===== src/rtl/uart_pkg.sv =====
// uart_pkg: shared UART constants and FSM state encoding; UART_TX_PARITY_EN adds the PARITY state
package uart_pkg;
  localparam int DATA_BITS = 8;
  localparam int STOP_BITS = 1;
`ifdef UART_TX_PARITY_EN
  typedef enum logic [2:0] {IDLE, START, DATA, PARITY, STOP} state_t;
`else
  typedef enum logic [1:0] {IDLE, START, DATA, STOP} state_t;
`endif
endpackage


===== src/rtl/tx_fifo.sv =====
// tx_fifo: synchronous byte FIFO with push, pop, full, empty and count
module tx_fifo #(
  parameter int DEPTH = 4,
  parameter int W = 8
) (
  input  logic                   clk,
  input  logic                   reset,
  input  logic                   push,
  input  logic                   pop,
  input  logic [W-1:0]           din,
  output logic [W-1:0]           dout,
  output logic                   full,
  output logic                   empty,
  output logic [$clog2(DEPTH):0] count
);
  localparam int AW = $clog2(DEPTH);
  logic [W-1:0] mem [DEPTH];
  logic [AW-1:0] wp, rp;
  logic do_push, do_pop;
  assign full = count == (AW+1)'(DEPTH);
  assign empty = count == '0;
  assign do_push = push && !full;
  assign do_pop = pop && !empty;
  assign dout = mem[rp];
  // pointers and occupancy; simultaneous push and pop leave count unchanged
  always_ff @(posedge clk or posedge reset)
    if (reset) begin
      wp <= '0;
      rp <= '0;
      count <= '0;
    end else begin
      wp <= wp + AW'(do_push);
      rp <= rp + AW'(do_pop);
      count <= count + (AW+1)'(do_push) - (AW+1)'(do_pop);
    end
  // storage needs no reset since count gates every read
  always_ff @(posedge clk)
    if (do_push) mem[wp] <= din;
endmodule


===== src/rtl/uart_tx.sv =====
// uart_tx: buffered 8N1 UART transmitter; define UART_TX_PARITY_EN for 8E1 frames
module uart_tx
  import uart_pkg::*;
#(
  parameter int CLKS_PER_BIT = 868,
  parameter int FIFO_DEPTH = 4
) (
  input  logic       clk,
  input  logic       reset,
  input  logic [7:0] tx_data,
  input  logic       tx_valid,
  output logic       tx_ready,
  output logic       tx,
  output logic       busy
);
  localparam int CW = $clog2(CLKS_PER_BIT);
  localparam logic [CW-1:0] RELOAD = CW'(CLKS_PER_BIT - 1);
`ifdef UART_TX_PARITY_EN
  localparam state_t AFTER_DATA = PARITY;
`else
  localparam state_t AFTER_DATA = STOP;
`endif
  state_t state, state_n;
  logic [CW-1:0] cnt;
  logic [2:0] bit_idx, bit_n;
  logic [DATA_BITS-1:0] shreg, data_n, head;
  logic full, empty, pop, done, tx_n, tx_q;
  logic [$clog2(FIFO_DEPTH):0] count;
  tx_fifo #(.DEPTH(FIFO_DEPTH), .W(DATA_BITS)) u_fifo (
    .clk(clk),
    .reset(reset),
    .push(tx_valid),
    .pop(pop),
    .din(tx_data),
    .dout(head),
    .full(full),
    .empty(empty),
    .count(count)
  );
  assign done = cnt == '0;
  assign pop = !empty && (state == IDLE || (state == STOP && done));
  assign bit_n = bit_idx + 3'(state == DATA && done);
  assign data_n = pop ? head : shreg;
  assign tx_ready = !full;
  assign busy = state != IDLE || count != '0;
  assign tx = tx_q;
  // state register
  always_ff @(posedge clk or posedge reset)
    if (reset) state <= IDLE;
    else state <= state_n;
  // next state: each bit lasts until the baud counter reaches zero
  always_comb begin
    state_n = state;
    case (state)
      IDLE:   state_n = empty ? IDLE : START;
      START:  state_n = done ? DATA : START;
      DATA:   state_n = (done && bit_idx == 3'd7) ? AFTER_DATA : DATA;
`ifdef UART_TX_PARITY_EN
      PARITY: state_n = done ? STOP : PARITY;
`endif
      STOP:   state_n = done ? (empty ? IDLE : START) : STOP;
      default: state_n = IDLE;
    endcase
  end
  // line level for the next cycle, computed from next-state values so tx can be registered without extra latency
  always_comb begin
    tx_n = 1'b1;
    if (state_n == START) tx_n = 1'b0;
    if (state_n == DATA) tx_n = data_n[bit_n];
`ifdef UART_TX_PARITY_EN
    if (state_n == PARITY) tx_n = ^data_n;
`endif
  end
  // baud counter, bit index, shift register and registered line output
  always_ff @(posedge clk or posedge reset)
    if (reset) begin
      cnt <= '0;
      bit_idx <= '0;
      shreg <= '0;
      tx_q <= 1'b1;
    end else begin
      cnt <= (state == IDLE || done) ? RELOAD : cnt - 1'b1;
      bit_idx <= bit_n;
      shreg <= data_n;
      tx_q <= tx_n;
    end
endmodule


===== config.mk =====
export PLATFORM = sky130hd
export DESIGN_NAME = uart_tx
export DESIGN_NICKNAME = d
export VERILOG_FILES = /design/src/rtl/uart_pkg.sv /design/src/rtl/tx_fifo.sv /design/src/rtl/uart_tx.sv
export SDC_FILE = /design/constraint.sdc
export NUM_CORES = 1
export LEC_CHECK = 0
export ABC_AREA = 0
export CORE_MARGIN = 8
export CORE_UTILIZATION = 55
export DETAILED_ROUTE_END_ITERATION = 6
export PLACE_DENSITY = 0.74
export SYNTH_ARGS = -nofsm -noshare
export SYNTH_HDL_FRONTEND = slang
export SYNTH_HIERARCHICAL = 1
export SYNTH_SLANG_ARGS = --single-unit

===== constraint.sdc =====
create_clock -name clk -period 8.63 [get_ports clk]
set_input_delay 1.726 -clock clk [delete_from_list [all_inputs] [get_ports clk]]
set_output_delay 1.726 -clock clk [all_outputs]
set_load 0.02 [all_outputs]

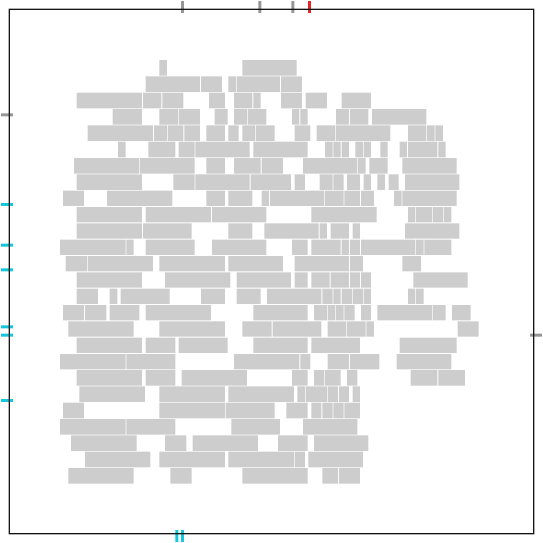
Run 1: pin placement
Drawn at 6 px/µm. Pins as bars across the die edge, other pins in grey.
colour	port	pins	direction	edge
red	`busy`	1	output	top
cyan	`tx_data`	8	input	6 left, 2 bottom
all pins by edge	7 left, 4 top, 2 bottom, 1 right

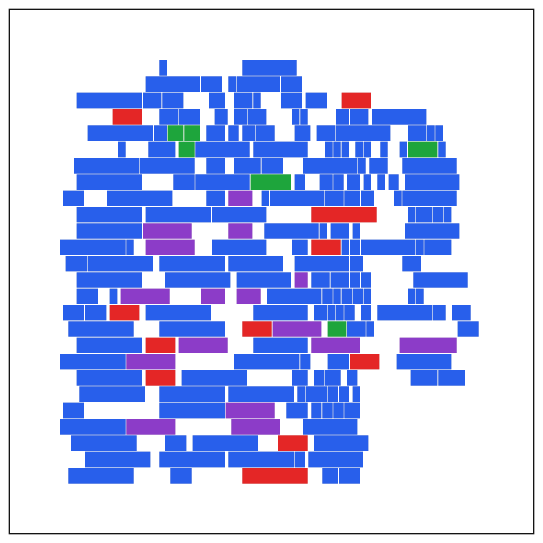
Run 1: cell sizes after repair
Drawn at 6 px/µm.
colour	size	cells	most used
red	drive 6 and up	11	clkbuf_8
green	drive 3 to 4	6	buf_4
blue	drive 1 or less	188	edfxtp_1
purple	drive 2	16	mux4_2
nonclk buf count: 16
setup ws final: 4.666 ns
cell area after layout: 0.003198 mm²
synth-to-layout area growth: 14.82%

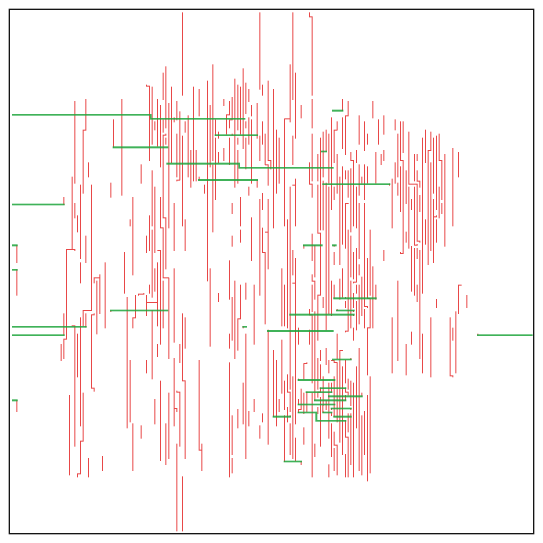
Run 1: metal layers overlaid
Drawn at 6 px/µm. Only two layers are drawn.
colour	layer	wire length
green	met3	247 µm
red	met2	2800 µm
DR WL/cell: 18.08 µm
gr usage total: 15.94%
drt total wl: 5.262 mm
via count: 1718

==> results.py, run 1 <==
# Auto-generated metrics
metrics = {
    "grt": {
        "grt_pass1_wl_mm": 8.949,
        "overflow": 0,
        "antenna_found_initial": 0,
        "grt_pass1_vias": 1794,
    },
    "synthesis": {
        "async_reset_ff_share_pct": 49.21,
        "synth-xor-area-share_pct": 4.403,
        "ys.flop_type": "edfxtp_1",
        "yosys.cell_types.count": 42,
        "synthAoiAreaFrac_pct": 7.053,
        "syn-instance-count": 196,
        "simple_gate_share_pct": 11.32,
        "seq_area_frac_synth_pct": 62.40,
        "yosysWarningCount": 6,
        "fa_ha_area_share_pct": 2.965,
        "synth_area_mm2": 0.002785,
        "ys_top_logic_family": "simple AND/OR/NAND/NOR gates",
        "area_leaders": "edfxtp_1 (35%), dfrtp_1 (27%), mux4_2 (8.1%), xnor2_1 (3.5%), ha_1 (2.2%)",
        "top_cell_area_share_pct": 34.50,
        "top_area_cell": "edfxtp_1",
    },
    "power_and_ir_drop": {
        "power_switching_share_pct": 25.57,
        "power.net_switching_uw": 198.4,
        "vdd_drop_max_mv": 0.1438,
        "powerDensity_mw_per_mm2": 242.6,
        "pwr-share-seq_pct": 51.6,
        "pwr-share-comb_pct": 14.4,
        "p_total_uw": 776.0,
        "leakage_nw": 1.211,
    },
    "timing": {
        "final-setup-viol-count": 0,
        "rsz0062_at_grt": "no",
        "fmax_ghz": 0.2523,
        "fin_setup_tns_ns": 0,
        "tightest_slew_ns": 0.9435,
        "final_hold_viol_count": 0,
        "relSlewSlack_pct": 36.62,
        "period_used_pct": 45.93,
        "fin_crit_ns": 3.964,
    },
    "clocking": {
        "clkTransAtPathRegs_ns": 0.07,
        "cts_buffers": 9,
        "cts.sink_count": 63,
        "clockBufferDepth": 2,
        "clock_latency_ns": 0.34,
        "cts_tree": "done",
        "htreeDepth": 3,
        "cts_setup_buffers": 0,
    },
    "worst_setup_path": {
        "r2r-end": "u_fifo/count[2]$_DFF_PP0_",
        "slowest_delay_ns": 0.55,
        "worstPathRequired_ns": 6.90,
        "start_kind": "flop",
        "crit_chain": "or2_2 -> or4_1 -> clkdlybuf4s50_1",
        "crit_path_end_kind": "output pin",
        "reg2reg_from": "cnt[0]$_DFF_PP0_",
        "r2r_cells": 13,
        "reg2reg_slack_ns": 5.04,
    },
    "layout": {
        "nets": 233,
        "n_antenna_cell": 0,
    },
    "place": {
        "gp_congestion": 0.8262,
        "hpwl_mm": 3.664,
        "io_buffers": 13,
    },
    "die": {
        "fp_util_pct": 55.59,
        "io_pins": 14,
        "core_mm2": 0.005010,
        "die_y_um": 87.16,
        "die_area_mm2": 0.007597,
        "die_w_um": 87.16,
        "row_count": 26,
    },
    "drt": {
        "top_layer": "met4",
        "viasPerCell": 5.904,
        "drc": 0,
        "drt_pass1_iterations": 4,
        "ant_nets": 0,
        "wl_met1_mm": 2.092,
    },
    "run": {
        "maxCapViolCount": 0,
        "warning_count": 26,
    },
    "min_path": {
        "holdPathEnd": "cnt[0]$_DFF_PP0_",
        "min_from": "cnt[0]$_DFF_PP0_",
        "min_path_type": "flop to flop",
        "hold_depth": 1,
    },
    "run_status": {
        "status": "finished clean",
    },
}
==> run 1: final cells by class <==
cell class	instances	area, µm²
inverters	8	30.03
multi-input cells	118	987.2
repair buffers	16	152.6
clock buffers	10	127.6
well taps	70	87.58
fillers	394	1812
flip-flops and latches	63	1738
clock inverters	6	75.07
==> run 1: registers in the layout (all words and copies together), names as in the netlist <==
signal	flops
u_fifo/mem	32
cnt	10
shreg	8
bit_idx	3
u_fifo/count	3
state	2
u_fifo/rp	2
u_fifo/wp	2
tx	1
==> run 1: power by group through the flow <==
| stage | Clock, mW | Sequential [mW] | Combinational (mW) |
|---|---|---|---|
| finish | 0.263 | 0.401 | 0.112 |
| global placement | 0 | 0.401 | 0.103 |
| detailed placement | 0 | 0.406 | 0.113 |
| global route | 0.282 | 0.407 | 0.123 |
| CTS | 0.269 | 0.400 | 0.114 |
| floorplan | 0 | 0.391 | 0.0826 |
==> run 1: metal layers <==
layer / track usage [%] / vias to the layer above
li1: - / 777
met1: 17.29 / 872
met2: 27.06 / 57
met3: 4.245 / 12
met4: 10.00 / 0
met5: 0 / -
==> run 1: worst max path at each step <==
stage,endpoint,cells after the start,slack [ns],start
global route,busy,3,4.59,state[1]$_DFF_PP0_
detailed placement,u_fifo/count[2]$_DFF_PP0_,7,4.94,tx_valid
finish,busy,3,4.67,state[1]$_DFF_PP0_
global placement,u_fifo/count[2]$_DFF_PP0_,7,5.06,tx_valid
CTS,busy,3,4.65,state[1]$_DFF_PP0_
floorplan,busy,3,5.47,state[1]$_DFF_PP0_
==> run 1: per-stage QoR <==
stage	worst slack (ns)	utilization (%)	std cells	cell area (µm²)	hold WS (ns)
finish	4.666	63.84	291	3198	0.4815
global route	4.594	63.84	291	3198	0.4983
CTS	4.651	63.84	291	3198	0.4800
detailed placement	4.943	59.79	275	2995	0.4709
global placement	5.058	59.79	275	2995	0.4454
floorplan	5.468	-	196	2785	0.4285
==> run 1: placed cells by master, fill, tap and decap left out, types with 3 or more instances in the layout <==
cell type	n
edfxtp_1	32
ha_1	5
clkdlybuf4s50_1	13
a221o_1	4
o21ai_0	11
xor2_1	3
inv_1	8
a22oi_1	4
xnor2_1	11
nor2_1	12
dfrtp_1	30
clkbuf_8	9
nor4_1	3
buf_4	3
a21oi_1	4
mux2_2	4
nor2b_1	3
mux4_2	10
nand2_1	13
clkinv_1	4
nor3_1	6
==> run 1: logic make-up (layout without fill, tap and decap cells) <==
logic type,after synthesis,in the layout
buf+inv,15,40
fa+ha+maj,6,6
flops,63,63
xor+xnor,14,14
simple gates,55,55
compound gates,29,29
mux,14,14
==> run 1: worst max-delay path: cells and delay by family, from the launching register on <==
family                 cells  cell delay [ns]
and+or+nand+nor            2             0.82
buffers and inverters      1             0.55
DFF                        1             0.53
Run 1, placed standard cells:
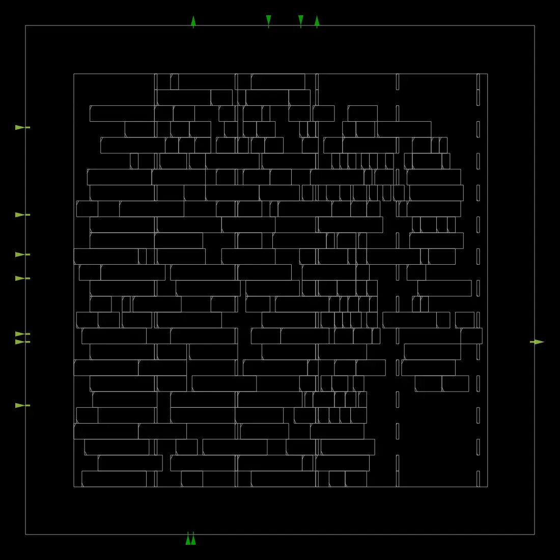

--- run 2 (diff from run 1) ---
==> constraint.sdc (replaced) <==
create_clock -name clk -period 4.1 [get_ports clk]
set_input_delay 0.82 -clock clk [delete_from_list [all_inputs] [get_ports clk]]
set_output_delay 0.82 -clock clk [all_outputs]
set_load 0.02 [all_outputs]
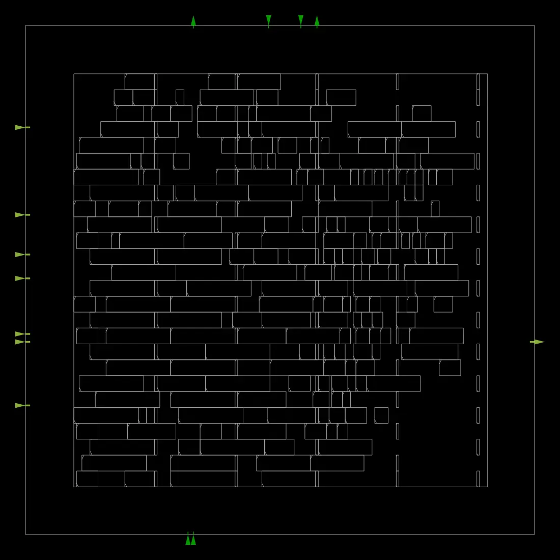
Run 2: placed standard cells
non-filler cells, final: 292
Final Util: 63.66%
flop count: 63
number of fill cells in the layout: 379
num rows: 26

==> run 2 against run 1 <==
Net effect: sequential share of layout area grew 0.15 points; cell area shrank 0.27%; critical path depth grew 10; register-to-register slack lost 4.4 ns; first-iteration DRC count shrank 3.3%; die area is the same; count of clock-buffer cells in the layout grew 3; global-route usage shrank 0.84 points; clock power grew 89%; critical path type is now flop to flop; largest cell class unchanged; largest power group unchanged.
==> results.py, run 2 <==
# Auto-generated metrics
metrics = {
    "timing": {
        "final_hold_viol_count": 0,
        "period_used_pct": 83.42,
        "fin_setup_tns_ns": 0,
        "tightest_slew_ns": 0.8781,
        "rsz0062_at_grt": "no",
        "fin_crit_ns": 3.420,
        "holdWs_ns": 0.4607,
        "fmax_ghz": 0.2924,
    },
    "clocking": {
        "clockRootBuffer": "clkbuf_8",
        "clockBufferDepth": 2,
        "htreeDepth": 3,
        "cts_setup_buffers": 0,
        "ctsHoldBuffers": 0,
        "cts_tree": "done",
        "cts.sink_count": 63,
        "clock_latency_ns": 0.33,
        "clkTransAtPathRegs_ns": 0.07,
        "cts_buffers": 9,
    },
    "synthesis": {
        "syn-instance-count": 196,
        "syn_area_per_cell_um2": 14.21,
        "area_leaders": "edfxtp_1 (35%), dfrtp_1 (27%), mux4_2 (8.1%), xnor2_1 (3.5%), ha_1 (2.2%)",
        "yosysWarningCount": 6,
        "ys_cells": 196,
        "async_reset_ff_share_pct": 49.21,
        "ys.flop_type": "edfxtp_1",
        "top_cell_area_share_pct": 34.50,
        "top_area_cell": "edfxtp_1",
        "seq_area_frac_synth_pct": 62.40,
        "yosys.cell_types.count": 42,
        "synth_area_mm2": 0.002785,
    },
    "grt": {
        "antenna_found_initial": 0,
        "grt_max_degree": 25,
        "grt_pass1_wl_mm": 8.659,
        "grt_pass1_vias": 1791,
        "overflow": 0,
        "track_usage_pct": 15.10,
    },
    "die": {
        "core_mm2": 0.005010,
        "die_area_mm2": 0.007597,
        "fp_util_pct": 55.59,
        "die_y_um": 87.16,
        "die_w_um": 87.16,
        "io_pins": 14,
    },
    "drt": {
        "vias": 1659,
        "ant_nets": 0,
        "viasPerCell": 5.682,
        "wl_per_cell_um": 16.80,
        "drc": 0,
        "drt_pass1_iterations": 4,
    },
    "layout": {
        "logic_area_um2": 987.2,
        "top_register": "u_fifo/mem",
        "largest_reg_flops": 32,
        "largest_registers": "u_fifo/mem: 32 flops, cnt: 10 flops, shreg: 8 flops",
        "final_cell_mix": "edfxtp_1 (32), dfrtp_1 (30), nand2_1 (13), clkdlybuf4s50_1 (13), nor2_1 (12)",
        "nets": 234,
        "lay_top_count": "edfxtp_1",
        "seq_area_mm2": 0.001738,
    },
    "worst_setup_path": {
        "cp-endpoint": "u_fifo/count[2]$_DFF_PP0_",
        "reg2reg_from": "cnt[0]$_DFF_PP0_",
        "r2r-end": "u_fifo/count[2]$_DFF_PP0_",
        "worstPathRequired_ns": 4.31,
        "cp_max_fo": 5,
        "crit_start": "cnt[0]$_DFF_PP0_",
        "start_kind": "flop",
        "crit_path_end_kind": "flop",
        "r2r_cells": 13,
        "reg2reg_slack_ns": 0.68,
    },
    "run": {
        "maxCapViolCount": 0,
        "warning_count": 26,
    },
    "min_path": {
        "min_path_type": "flop to flop",
        "min_from": "cnt[0]$_DFF_PP0_",
        "hold_depth": 1,
    },
    "place": {
        "dp_cells": 276,
        "io_buffers": 13,
        "place_area_mm2": 0.003003,
        "gp_congestion": 0.8132,
        "hpwl_mm": 3.386,
    },
    "power_and_ir_drop": {
        "powerDensity_mw_per_mm2": 493.0,
        "vdd_drop_max_mv": 0.3435,
        "leakage_nw": 1.214,
    },
    "run_status": {
        "status": "finished clean",
    },
}
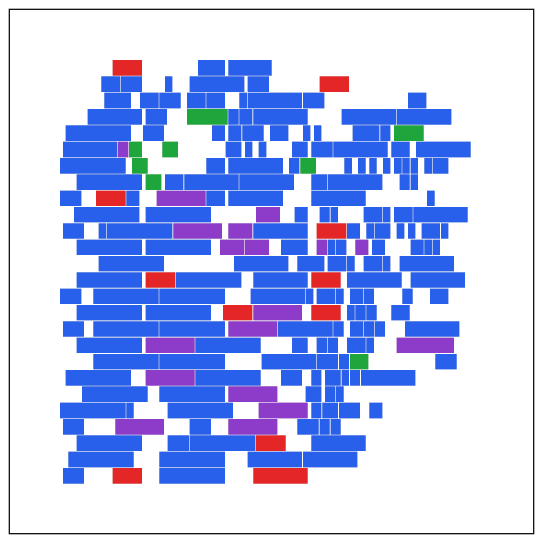
Run 2: cell sizes after repair
Drawn at 6 px/µm.
colour	size	cells	most used
red	drive 6 and up	11	clkbuf_8
blue	drive 1 or less	185	edfxtp_1
purple	drive 2	18	mux4_2
green	drive 3 to 4	8	buf_4
cell area after layout: 0.003189 mm²
synth-to-layout area growth: 14.51%
setup ws final: 0.6798 ns
nonclk buf count: 17

## run 2: cell counts after synthesis
No cell type changed its count.
## run 2: routing by layer
| metal | part of all wire (%) | GRT usage (%) | vias to the layer above |
|---|---|---|---|
| met5 | 0 | 0 | - |
| met4 | 2.3 | 10.16 | 0 |
| met3 | 4.1 | 4.151 | 10 |
| met2 | 52 | 24.29 | 41 |
| met1 | 42 | 17.20 | 829 |
| li1 | - | - | 779 |
## run 2: worst max-delay path: stages, from the launching register on
cell     delay (ns)
dfrtp_1        0.39
inv_1          0.06
ha_1           0.19
or4b_4         0.51
nor4_1         0.49
nand3_1        0.14
a21o_1         0.27
inv_1          0.15
o211a_1        0.16
nor4_1         0.05
ha_1           0.20
fa_1           0.38
xor2_1         0.16
xnor2_1        0.14
## run 2: cell families after synthesis
| family | Yosys count | share of synthesized area (%) |
|---|---|---|
| flops | 63 | 62.40 |
| simple gates | 55 | 11.32 |
| compound gates | 29 | 7.053 |
| buf+inv | 15 | 2.156 |
| xor+xnor | 14 | 4.403 |
| mux | 14 | 9.704 |
| fa+ha+maj | 6 | 2.965 |
## run 2: area by class of cell
type,instances,area share (%)
well taps,70,2.746
clock inverters,3,0.5100
clock buffers,13,5.335
inverters,8,0.9415
flip-flops and latches,63,54.49
multi-input cells,118,30.95
repair buffers,17,5.022
## run 2: where the power goes
| part | switching (mW) | internal, mW |
|---|---|---|
| Combinational | 0.119 | 0.114 |
| Sequential | 0.0734 | 0.769 |
| Clock | 0.226 | 0.271 |
| Total | 0.418 | 1.15 |
## run 2: through the flow
stage	total power, mW	setup slack, ns
after CTS	1.590	0.7116
after global routing	1.656	0.4356
after global placement	1.064	0.8513
after floorplan	0.9965	1.034
final	1.572	0.6798
after detailed placement	1.087	0.7466
## run 2: how the worst min path moves through the flow
stage	to	slack, ns
final	cnt[0]$_DFF_PP0_	0.46
after global routing	cnt[0]$_DFF_PP0_	0.49
after CTS	cnt[0]$_DFF_PP0_	0.47
after detailed placement	cnt[0]$_DFF_PP0_	0.46
after global placement	cnt[0]$_DFF_PP0_	0.44
after floorplan	cnt[0]$_DFF_PP0_	0.43
Power is estimated from default activity; no workload was simulated.
